**src/rtl/pc_register_if.sv**
```systemverilog
// -----------------------------------------------------------------------------
// pc_register_if
//   Bundles the fetch-PC register's redirect/prediction inputs and its fetch
//   request outputs.
//
//   Fetch handshake: a fetch group is transferred on a clk edge where
//   PCR_valid_o and IF_allowin_i are both high. PCR_VAddr_o and
//   PCR_needDelaySlot_o stay stable while PCR_valid_o is high and
//   IF_allowin_i is low. CP0/BR redirects are commands, not handshakes. They
//   take effect on the next edge whatever the state of IF_allowin_i.
//
//   Modports:
//     master : surrounding pipeline (drives redirects, BTB result, allowin)
//     slave  : pc_register (drives PCR_* outputs)
// -----------------------------------------------------------------------------
interface pc_register_if;
  logic        IF_allowin_i;
  logic        CP0_flush_i;
  logic [31:0] CP0_target_i;
  logic        BR_redirect_i;
  logic [31:0] BR_target_i;
  logic        BR_needDelaySlot_i;
  logic [31:0] BR_slotVAddr_i;
  logic        BTB_taken_i;
  logic [31:0] BTB_target_i;
  logic        BTB_slotInNext_i;
  logic [31:0] PCR_VAddr_o;
  logic [31:0] PCR_lastVAddr_o;
  logic        PCR_needDelaySlot_o;
  logic        PCR_valid_o;

  modport master (
    output IF_allowin_i, CP0_flush_i, CP0_target_i,
           BR_redirect_i, BR_target_i, BR_needDelaySlot_i, BR_slotVAddr_i,
           BTB_taken_i, BTB_target_i, BTB_slotInNext_i,
    input  PCR_VAddr_o, PCR_lastVAddr_o, PCR_needDelaySlot_o, PCR_valid_o
  );

  modport slave (
    input  IF_allowin_i, CP0_flush_i, CP0_target_i,
           BR_redirect_i, BR_target_i, BR_needDelaySlot_i, BR_slotVAddr_i,
           BTB_taken_i, BTB_target_i, BTB_slotInNext_i,
    output PCR_VAddr_o, PCR_lastVAddr_o, PCR_needDelaySlot_o, PCR_valid_o
  );
endinterface

```
**src/rtl/pc_register.sv**
```systemverilog
// -----------------------------------------------------------------------------
// pc_register
//   Fetch-PC register for the IF stage. It holds the current fetch-group
//   address (pc_q), the pending delay-slot group address (last_q) and the
//   delay-slot state. The next PC is chosen from these sources, highest
//   priority first: CP0 flush, backend mispredict redirect, stall, delay-slot
//   drain, BTB taken prediction, and the sequential group increment.
//
//   Ports:
//     clk   : clock
//     rst_n : asynchronous active-low reset
//     bus   : pc_register_if.slave (redirect inputs and fetch outputs)
//
//   Every output comes straight from a flop. The FSM state is visible
//   directly as PCR_needDelaySlot_o (DSLOT = 1).
// -----------------------------------------------------------------------------
module pc_register #(
  parameter logic [31:0] RESET_PC = 32'hBFC0_0000
) (
  input  logic               clk,
  input  logic               rst_n,
  pc_register_if.slave       bus
);

  typedef enum logic {NORMAL = 1'b0, DSLOT = 1'b1} state_t;

  state_t      state_q, state_d;
  logic [31:0] pc_q, pc_d;
  logic [31:0] last_q, last_d;
  logic        valid_q;
  logic [27:0] pc_group_inc;
  logic [31:0] pc_seq;

  // The next sequential group is aligned to 16 bytes. It wraps to 0 past
  // the top of the address space.
  assign pc_group_inc = pc_q[31:4] + 28'd1;
  assign pc_seq       = {pc_group_inc, 4'b0000};

  // Fetching starts one edge after reset release. The edge that raises valid
  // must not advance pc_q, so RESET_PC is the first address presented.
  always_comb begin
    state_d = state_q;
    pc_d    = pc_q;
    last_d  = last_q;
    if (bus.CP0_flush_i) begin
      pc_d    = bus.CP0_target_i;
      state_d = NORMAL;
    end else if (bus.BR_redirect_i) begin
      pc_d = bus.BR_target_i;
      if (bus.BR_needDelaySlot_i) begin
        last_d  = bus.BR_slotVAddr_i;
        state_d = DSLOT;
      end else begin
        state_d = NORMAL;
      end
    end else if (!bus.IF_allowin_i || !valid_q) begin
      // stall: hold everything
    end else if (state_q == DSLOT) begin
      // The delay-slot group was just accepted. pc_q already holds the
      // target, so it is fetched next. BTB output is ignored here.
      state_d = NORMAL;
    end else if (bus.BTB_taken_i) begin
      pc_d = bus.BTB_target_i;
      if (bus.BTB_slotInNext_i) begin
        last_d  = pc_seq;
        state_d = DSLOT;
      end
    end else begin
      pc_d = pc_seq;
    end
  end

  always_ff @(posedge clk or negedge rst_n) begin
    if (!rst_n) begin
      state_q <= NORMAL;
      pc_q    <= RESET_PC;
      last_q  <= 32'h0;
      valid_q <= 1'b0;
    end else begin
      state_q <= state_d;
      pc_q    <= pc_d;
      last_q  <= last_d;
      valid_q <= 1'b1;
    end
  end

  assign bus.PCR_VAddr_o         = pc_q;
  assign bus.PCR_lastVAddr_o     = last_q;
  assign bus.PCR_needDelaySlot_o = (state_q == DSLOT);
  assign bus.PCR_valid_o         = valid_q;

endmodule

```
**src/flat_wrapper.sv**
```systemverilog
// flat-port wrapper written by rule: the top's interface ports become plain ports
module pc_register_flat 
#(
  parameter logic [31:0] RESET_PC = 32'hBFC0_0000
)
  (clk, rst_n, bus_IF_allowin_i, bus_CP0_flush_i, bus_CP0_target_i, bus_BR_redirect_i, bus_BR_target_i, bus_BR_needDelaySlot_i, bus_BR_slotVAddr_i, bus_BTB_taken_i, bus_BTB_target_i, bus_BTB_slotInNext_i, bus_PCR_VAddr_o, bus_PCR_lastVAddr_o, bus_PCR_needDelaySlot_o, bus_PCR_valid_o);
  pc_register_if bus_i ();
  input  logic clk;
  input  logic rst_n;
  input wire logic [$bits(bus_i.IF_allowin_i)-1:0] bus_IF_allowin_i;
  input wire logic [$bits(bus_i.CP0_flush_i)-1:0] bus_CP0_flush_i;
  input wire logic [$bits(bus_i.CP0_target_i)-1:0] bus_CP0_target_i;
  input wire logic [$bits(bus_i.BR_redirect_i)-1:0] bus_BR_redirect_i;
  input wire logic [$bits(bus_i.BR_target_i)-1:0] bus_BR_target_i;
  input wire logic [$bits(bus_i.BR_needDelaySlot_i)-1:0] bus_BR_needDelaySlot_i;
  input wire logic [$bits(bus_i.BR_slotVAddr_i)-1:0] bus_BR_slotVAddr_i;
  input wire logic [$bits(bus_i.BTB_taken_i)-1:0] bus_BTB_taken_i;
  input wire logic [$bits(bus_i.BTB_target_i)-1:0] bus_BTB_target_i;
  input wire logic [$bits(bus_i.BTB_slotInNext_i)-1:0] bus_BTB_slotInNext_i;
  output wire logic [$bits(bus_i.PCR_VAddr_o)-1:0] bus_PCR_VAddr_o;
  output wire logic [$bits(bus_i.PCR_lastVAddr_o)-1:0] bus_PCR_lastVAddr_o;
  output wire logic [$bits(bus_i.PCR_needDelaySlot_o)-1:0] bus_PCR_needDelaySlot_o;
  output wire logic [$bits(bus_i.PCR_valid_o)-1:0] bus_PCR_valid_o;
  assign bus_i.IF_allowin_i = bus_IF_allowin_i;
  assign bus_i.CP0_flush_i = bus_CP0_flush_i;
  assign bus_i.CP0_target_i = bus_CP0_target_i;
  assign bus_i.BR_redirect_i = bus_BR_redirect_i;
  assign bus_i.BR_target_i = bus_BR_target_i;
  assign bus_i.BR_needDelaySlot_i = bus_BR_needDelaySlot_i;
  assign bus_i.BR_slotVAddr_i = bus_BR_slotVAddr_i;
  assign bus_i.BTB_taken_i = bus_BTB_taken_i;
  assign bus_i.BTB_target_i = bus_BTB_target_i;
  assign bus_i.BTB_slotInNext_i = bus_BTB_slotInNext_i;
  assign bus_PCR_VAddr_o = bus_i.PCR_VAddr_o;
  assign bus_PCR_lastVAddr_o = bus_i.PCR_lastVAddr_o;
  assign bus_PCR_needDelaySlot_o = bus_i.PCR_needDelaySlot_o;
  assign bus_PCR_valid_o = bus_i.PCR_valid_o;
  pc_register #(.RESET_PC(RESET_PC)) u_core (.clk(clk), .rst_n(rst_n), .bus(bus_i));
endmodule
```
**config.mk**
```make
export PLATFORM = sky130hd
export DESIGN_NAME = pc_register_flat
export DESIGN_NICKNAME = d
export VERILOG_FILES = /design/src/rtl/pc_register_if.sv /design/src/rtl/pc_register.sv /design/src/flat_wrapper.sv
export SDC_FILE = /design/constraint.sdc
export NUM_CORES = 1
export LEC_CHECK = 0
export CORE_UTILIZATION = 42
export CTS_BUF_LIST = sky130_fd_sc_hd__clkbuf_4 sky130_fd_sc_hd__clkbuf_8 sky130_fd_sc_hd__clkbuf_16
export DETAILED_ROUTE_END_ITERATION = 8
export PLACE_DENSITY = 0.78
export SLEW_MARGIN = 20
export SYNTH_ARGS = -nofsm -noshare
export SYNTH_HDL_FRONTEND = slang
export SYNTH_SLANG_ARGS = --single-unit
```
**constraint.sdc**
```tcl
create_clock -name clk -period 3.1 [get_ports clk]
set_input_delay 0.93 -clock clk [delete_from_list [all_inputs] [get_ports clk]]
set_output_delay 0.93 -clock clk [all_outputs]
set_load 0.05 [all_outputs]
```
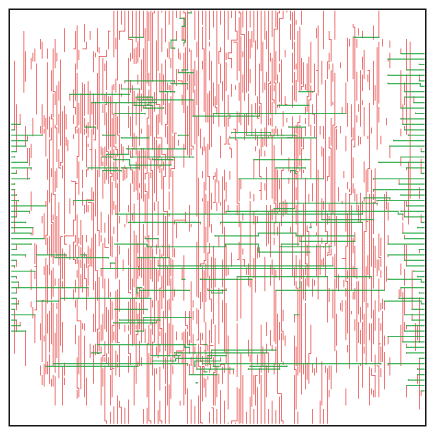
Fig. 1. Routed metal, one colour a layer (run 1).
Drawn at 4 px/um. Two of the layers only.
colour	layer	wire length
green	metal 3	1700 um
red	metal 2	8230 um
via count: 5096
total routed wirelength: 17.8 mm
WL per Instance: 20.9 um
Total GRT Usage: 33.9%

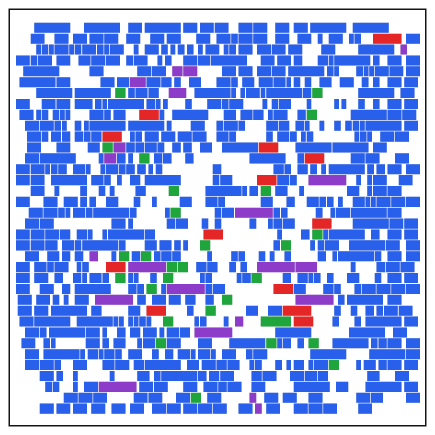
Fig. 2. Cell sizes after repair (run 1).
Drawn at 4 px/um.
colour	size	cells
purple	_2 cells	21
red	_6 and larger	13
green	_3 and _4 cells	28
blue	_0 and _1 cells	658
Non-CTS buffers: 225
P&R area growth vs syn: 54.8%
final instance area: 6730 um2
Worst Slack Setup Final: 0.351 ns

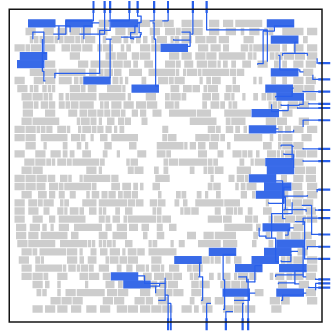
Fig. 3. Nets reached from selected ports (run 1).
Drawn at 3 px/um.
colour	port	bits	direction	end cells	buffers	wire
blue	`bus_PCR_lastVAddr_o`	32	output	32	32	775 um
# IOs: 202
Port Buf Inserts: 201

==> run 1: report_power, final <==
part	total, mW	switching (mW)	internal (mW)
Sequential	1.15	0.145	1.00
Combinational	1.40	0.841	0.555
Clock	0.715	0.353	0.362
Total	3.26	1.34	1.92
==> run 1: path summary, 6_finish.rpt <==
path | from | endpoint | slack (ns)
worst max register to register | u_core.bus.PCR_VAddr_o[4] | u_core.bus.PCR_VAddr_o[24] | 0.42
worst max-delay path | u_core.bus.PCR_VAddr_o[19] | bus_PCR_VAddr_o[19] | 0.35
worst min-delay path | u_core.bus.PCR_lastVAddr_o[13] | u_core.bus.PCR_lastVAddr_o[13] | 0.48
max in group asynchronous | rst_n | u_core.bus.PCR_VAddr_o[27] | 1.77
min in group asynchronous | rst_n | u_core.bus.PCR_lastVAddr_o[9] | 0.60
worst min register to register | u_core.bus.PCR_lastVAddr_o[13] | u_core.bus.PCR_lastVAddr_o[13] | 0.48
==> run 1: metal layers <==
metal,wire length [um],vias up,GRT usage (%),part of all wire (%)
met5,0,-,0,0
met4,257,0,9.29,1.4
met3,1700,24,6.73,9.5
met2,8230,303,53.7,46
met1,7640,2422,47.0,43
li1,-,2347,-,-
==> run 1: state kept, by name (all words and copies together) (netlist names) <==
name,flops
u_core.bus.PCR_valid_o,1
u_core.bus.PCR_VAddr_o,32
u_core.bus.PCR_lastVAddr_o,32
u_core.bus.PCR_needDelaySlot_o,1
==> run 1: cell families after synthesis <==
family	count (synthesis)	synth area share, %
AOI/OAI and AO/OA	171	26.2
xor gates and xnor gates	20	4.03
adders and majority gates	1	0.288
buffers and inverters	52	5.30
DFF	66	38.3
muxes	17	3.94
other	1	0.0863
and+or+nand+nor	191	21.9
==> Changelog: implementation, run 1 <==
### Metrics

* Status: finished clean
* Share of layout cells above drive strength 1 at under 10%
* Nets at Floorplan at roughly 660
* Crit Path Class: reg2out
* Vias in the first global route at ~5000
* Placer congestion estimate at 0.916
* Cts bufs inserted at 9
* Skew final at ~0.013 ns
* TNS Setup at 0 ns
* Antenna violations before repair at 0
* Clock Root Buffer: clkbuf_8
* # Post-CTS Setup Buffers at 0
* Comb/total area at a little over a third
* # placed instances at approximately 840
* Hpwl dp at approximately 13 mm
* R2R depth at 6
* Tapcells at about 130
* CTS tree: built
* Synth Register Bits at about 66
* Yosys cell count at between 500 and 600
* Final setup vio count at 0
* Hold slack at 0.480 ns
* Worst slack, placed at ~0.17 ns
* Hold Crit Depth at 2
* Post-Syn Instances at ~520
* Fin crit period at 2.75 ns
* Worst Hold Class: reg2reg
* FMAX at about 0.36 GHz
* Avg Cell Area, Syn at roughly 8.4 um2
* Clock network area share at roughly 2.8%
* FF+latch area at about 1700 um2
* Comb gate area at between 2000 and 2500 um2
* Final Hold Viols at 0
* Critical path's slowest cell: clkdlybuf4s50_1
* Fin util at roughly two thirds
* CTS clk-pin slew, worst paths at roughly 0.070 ns
* Most numerous logic cells after layout: clkdlybuf4s50_1 (198), dfrtp_1 (57), nand2_1 (50), o21ai_0 (49), nor2_1 (45)
* Commonest Layout Cell: clkdlybuf4s50_1
* Layout non-clock buf frac at around 33%
* Total power at roughly 3.3 mW
* Iter 0 DRT Violations at between 500 and 600
* Comb gates at 401
* Filler cells at a little over 800
* Non-filler cells in the finished layout at ~850
* Post-CTS Resized at 0
* Flop share of the area at 24.7%
* Cell variety after synth at between 70 and 80
* Post-synth EDFFs at 0
* Slew HR at between 40 and 50%
* Arr. time, crit path at between 1.5 and 2 ns
* Yosys top cell by area: dfrtp_1
* Worst-Skew Late Latency at 0.36 ns
* Cell class contributing the biggest share of worst-path delay: buffers and inverters
* CTS Hold Buffers Added at 0
* Core region area at 9910 um2
Fig. 4: run 1, placed standard cells
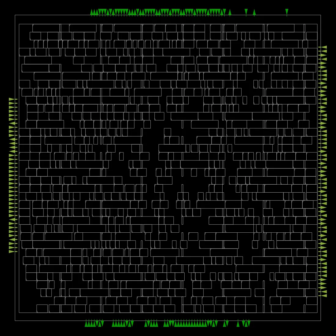

==> run 2: changes to the inputs <==
- CORE_ASPECT_RATIO: default -> 1.2
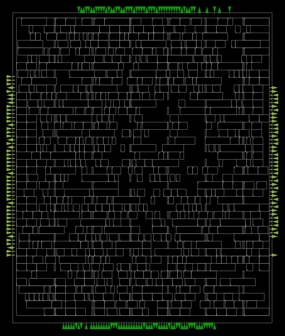
Fig. 5. Placed standard cells (run 2).
row cnt: 40
core region area: 10100 um2
Tapcells: 126
non-filler cells in the finished layout: 849

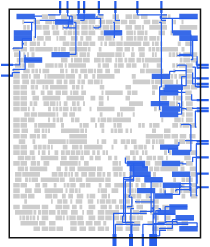
Fig. 6. Nets reached from selected ports (run 2).
Drawn at 2 px/um.
colour	port	bits	direction	end cells	buffers	wire
blue	`bus_PCR_lastVAddr_o`	32	output	32	32	987 um

==> Changelog: implementation, run 2 <==
### Metrics

* Hold Crit Depth at 2
* Post-CTS Resized at 0
* Via count at approximately 5100
* Psw at around 1.4 mW
* WL per Instance at approximately 21 um
* Arr. time, crit path at between 1.5 and 2 ns
* Combinational group share of total power at 39.4%
* Hold slack at around 0.49 ns
* Most numerous logic cells after layout: clkdlybuf4s50_1 (198), dfrtp_1 (57), nand2_1 (50), o21ai_0 (49), nor2_1 (45)
* FF+latch area at roughly 1700 um2
* Filler cells at a little over 800
* Met3 usage at roughly 3.7%
* # placed instances at 833
* Total GRT Usage at 33.5%
* Post-Syn Instances at ~520
* Worst-case hold path end point: u_core.bus.PCR_VAddr_o[3]
* Worst Slack Setup Final at ~0.35 ns
* M1 WL at 7.49 mm
* Slew HR at approximately 57%
* Status: finished clean
* Yosys cell count at just over 500
* Total power at around 3.5 mW
* Nets at Floorplan at between 600 and 700
* Sequential power share at between 30 and 40%
* Met2 Resource Use GR at ~54%
* Worst Hold Class: reg2reg
* Cell class contributing the biggest share of worst-path delay: buffers and inverters
* FMAX at 0.364 GHz
* Avg Cell Area, Syn at 8.38 um2
* Busiest grt layer: met2
* Met1 GRT Util at around 47%
* Sw Ratio at between 30% and 40%
* Port Buf Inserts at roughly 200
* Final instance area at 6840 um2
* Layout non-clock buf frac at between 30 and 40%
* Met3 WL at ~1.2 mm
* # IOs at between 200 and 250
* R2R depth at 6
* Cell variety after synth at 71
* Met2 Wirelength at approximately 8.7 mm
* Critical path's slowest cell: clkdlybuf4s50_1
* Iter 0 DRT Violations at approximately 430
* Internal at 2.19 mW
* Comb/total area at between 30 and 40%
* Cts bufs inserted at 9
* Clk pwr share at between 20% and 30%
* TNS Setup at 0 ns
* Placer congestion estimate at just over 0.9
* Synth Register Bits at 66
* Post-synth EDFFs at 0
* CTS Hold Buffers Added at 0
* Fin crit period at between 2 and 3 ns
* Hpwl dp at 13.3 mm
* Flop share of the area at about a quarter
* R2r endpoint: u_core.bus.PCR_VAddr_o[24]
* Vias in the first global route at 4961
* Worst-Skew Late Latency at roughly 0.33 ns
* Commonest Layout Cell: clkdlybuf4s50_1
* CTS tree: built
* Final Hold Viols at 0
run 2: cell count changes in the layout (fill, tap and decap cells not counted), sizes merged:
cell,before,now
buf,27,30
clkinvlp,2,0
clkbuf,14,16
run 2: logic make-up (layout without fill, tap and decap cells):
family | Yosys count | count (layout) | synth area share (%)
adder cells (fa/ha/maj) | 1 | 1 | 0.288
multiplexers | 17 | 17 | 3.94
AND-OR/OR-AND | 171 | 171 | 26.2
buffers and inverters | 52 | 256 | 5.30
other | 1 | 1 | 0.0863
flip-flops | 66 | 66 | 38.3
AND/OR/NAND/NOR | 191 | 191 | 21.9
XOR/XNOR | 20 | 20 | 4.03
run 2: power by group through the flow:
stage / sequential (mW) / combinational [mW] / clock (mW)
after floorplan: 1.58 / 0.350 / 0
after global placement: 1.15 / 1.38 / 0
after detailed placement: 1.16 / 1.39 / 0
after CTS: 1.15 / 1.40 / 1.00
after global routing: 1.17 / 1.47 / 1.04
final: 1.15 / 1.40 / 0.997
run 2: how the worst max path moves through the flow:
stage	from	end	slack, ns
2_1_floorplan	u_core.bus.PCR_VAddr_o[4]	u_core.bus.PCR_VAddr_o[24]	0.51
3_3_place_gp	bus_IF_allowin_i	u_core.bus.PCR_lastVAddr_o[25]	0.26
3_5_place_dp	bus_IF_allowin_i	u_core.bus.PCR_lastVAddr_o[25]	0.24
4_1_cts	u_core.bus.PCR_VAddr_o[23]	bus_PCR_VAddr_o[23]	0.37
5_1_grt	u_core.bus.PCR_VAddr_o[25]	bus_PCR_VAddr_o[25]	0.34
6_report	u_core.bus.PCR_VAddr_o[25]	bus_PCR_VAddr_o[25]	0.35
run 2: worst register-to-register path, cell delays in order, from the launching register on:
cell	delay, ns
dfrtp_1	0.45
ha_1	0.34
nand4_1	0.18
or4_1	0.70
or3_1	0.43
a211o_1	0.32
a2bb2oi_2	0.13
Fig. 7: run 2, routed metal, one colour a layer
Drawn at 4 px/um. Two of the layers only.
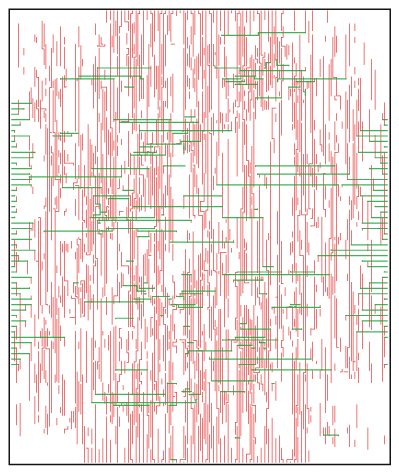

==> run 3: changes to the inputs <==
--- a/constraint.sdc
+++ b/constraint.sdc
@@ -3,2 +3,2 @@
 set_output_delay 0.93 -clock clk [all_outputs]
-set_load 0.05 [all_outputs]
+set_load 0.1 [all_outputs]
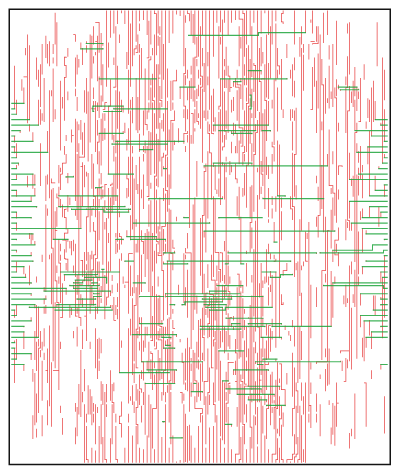
Fig. 8. Routed metal, one colour a layer (run 3).
Drawn at 4 px/um. Two of the layers only.
colour	layer	wire length
green	metal 3	1340 um
red	metal 2	8360 um
Total GRT Usage: 33.0%
WL per Instance: 20.5 um
total routed wirelength: 17.4 mm
via count: 5124

==> Changelog: implementation, run 3 <==
### Metrics

* FMAX at about 0.38 GHz
* Iter 0 DRT Violations at roughly 470
* Yosys top cell by area: dfrtp_1
* Cell class contributing the biggest share of worst-path delay: simple AND/OR/NAND/NOR gates
* Worst Slack Setup Final at between 0.4 and 0.5 ns
* Worst-Skew Late Latency at about 0.33 ns
* CTS clk-pin slew, worst paths at 0.06 ns
* Status: finished clean
* CTS tree: built
* TNS Setup at 0 ns
* Clk pwr share at between 20% and 30%
* Worst Hold Class: reg2reg
* Layout non-clock buf frac at a little under a third
* Post-CTS Resized at 0
* Critical path's slowest cell: or4_1
* Comb gates at 401
* Worst slack, placed at 0.307 ns
* P&R area growth vs syn at 54.3%
* Clock Root Buffer: clkbuf_16
* Avg Cell Area, Syn at about 8.4 um2
* DRC viols at 0
* Met3 WL at between 1 and 1.5 mm
* Post-synth EDFFs at 0
* Hold slack at approximately 0.49 ns
* Vias in the first global route at between 5000 and 6000
* Dominant cell area share at between 30% and 40%
* Cell variety after synth at slightly above 70
* Post-Syn Instances at 519
* Fin crit period at 2.66 ns
* Internal at ~2.2 mW
* CP Buf/Inv Count at 0
* Most numerous logic cells after layout: clkdlybuf4s50_1 (132), buf_4 (94), dfrtp_1 (57), nand2_1 (50), o21ai_0 (49)
* Synth top cells by count: dfrtp_1 (57), nand2_1 (50), o21ai_0 (49)
* Final setup vio count at 0
* Cts bufs inserted at 9
* # placed instances at approximately 840
* M1 WL at 7.31 mm
* Hpwl dp at roughly 13 mm
* Nets at approximately 860
* Critical Path End Type: register
* Comb/total area at 36.7%
* Comb gate area at 2460 um2
* Commonest Layout Cell: clkdlybuf4s50_1
* Placer congestion estimate at 0.906
* Non-CTS buffers at between 200 and 250
* Skew final at ~0.007 ns
* Crit Path Class: reg2reg
* Port Buf Inserts at 201
* Final Hold Viols at 0
* Slew HR at a little under three fifths
* Cell Pwr Density at just over 600 nW/um2
* Top routing layer used: met4
* Combinational group share of total power at 45.2%
* Filler cells at 831
* Nets at Floorplan at between 600 and 700
* Yosys chip area at between 4000 and 5000 um2
* Die width at roughly 95 um
* Synth area leaders: dfrtp_1 (33%), o21ai_0 (5.6%), dfstp_2 (5.4%), nand2_1 (4.3%), a21oi_1 (4.1%)
* Psw at about 1.9 mW
* Met2 Wirelength at approximately 8.4 mm
* Sequential power share at between 20% and 30%
* Sw Ratio at around 46%
* Clock network area share at between 4 and 5%
* Share of layout cells above drive strength 1 at a little under a fifth
* Tapcells at between 100 and 150
* Core region area at approximately 10000 um2
* Arr. time, crit path at just under 3 ns
* CTS Hold Buffers Added at 0
* Non-filler cells in the finished layout at 851
* Final instance area at around 6700 um2
* Synth Register Bits at roughly 66
* Most common reg cell: dfrtp_1
* # Post-CTS Setup Buffers at 0
* FF+latch area at around 1700 um2
* Row cnt at about 40
* Yosys cell count at 519
* # IOs at about 200
* Antenna violations before repair at 0
* Total power at slightly above 4 mW
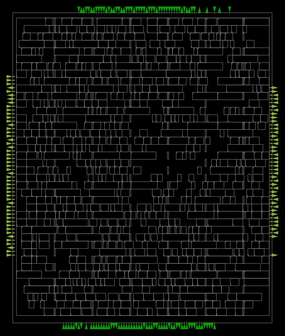
Fig. 9. Placed standard cells (run 3).
flop share of the area: 24.8%
fin util: 66.7%

[run 3: cell counts after synthesis]
No cell type changed its count.
[run 3: cell families (layout without fill, tap and decap cells)]
logic type	Yosys count	in the layout	synth area share [%]
muxes	17	17	3.94
xor gates and xnor gates	20	20	4.03
adders and majority gates	1	1	0.288
other	1	1	0.0863
AOI/OAI and AO/OA	171	171	26.2
buffers and inverters	52	258	5.30
and+or+nand+nor	191	191	21.9
DFF	66	66	38.3
[run 3: final timing paths]
| kind | endpoint | from | slack, ns | cells past startpoint |
|---|---|---|---|---|
| max reg2reg | u_core.bus.PCR_VAddr_o[24] | u_core.bus.PCR_VAddr_o[4] | 0.44 | 6 |
| min | u_core.bus.PCR_lastVAddr_o[14] | u_core.bus.PCR_lastVAddr_o[14] | 0.49 | 2 |
| min in group asynchronous | u_core.bus.PCR_lastVAddr_o[10] | rst_n | 0.57 | 1 |
| max | u_core.bus.PCR_VAddr_o[24] | u_core.bus.PCR_VAddr_o[4] | 0.44 | 6 |
| min reg2reg | u_core.bus.PCR_lastVAddr_o[14] | u_core.bus.PCR_lastVAddr_o[14] | 0.49 | 2 |
| max in group asynchronous | u_core.bus.PCR_VAddr_o[25] | rst_n | 1.72 | 2 |
[run 3: power by group through the flow]
stage / Combinational (mW) / Sequential, mW / Clock (mW)
finish: 1.86 / 1.15 / 1.10
global route: 1.93 / 1.17 / 1.14
CTS: 1.86 / 1.15 / 1.11
detailed placement: 1.85 / 1.16 / 0
global placement: 1.84 / 1.16 / 0
floorplan: 0.352 / 2.08 / 0
[run 3: metal layers]
metal	vias to the layer above	global-route usage, %
li1	2348	-
met1	2443	45.7
met2	301	52.7
met3	32	3.53
met4	0	12.7
met5	-	0
Power and IR drop assume default switching activity.
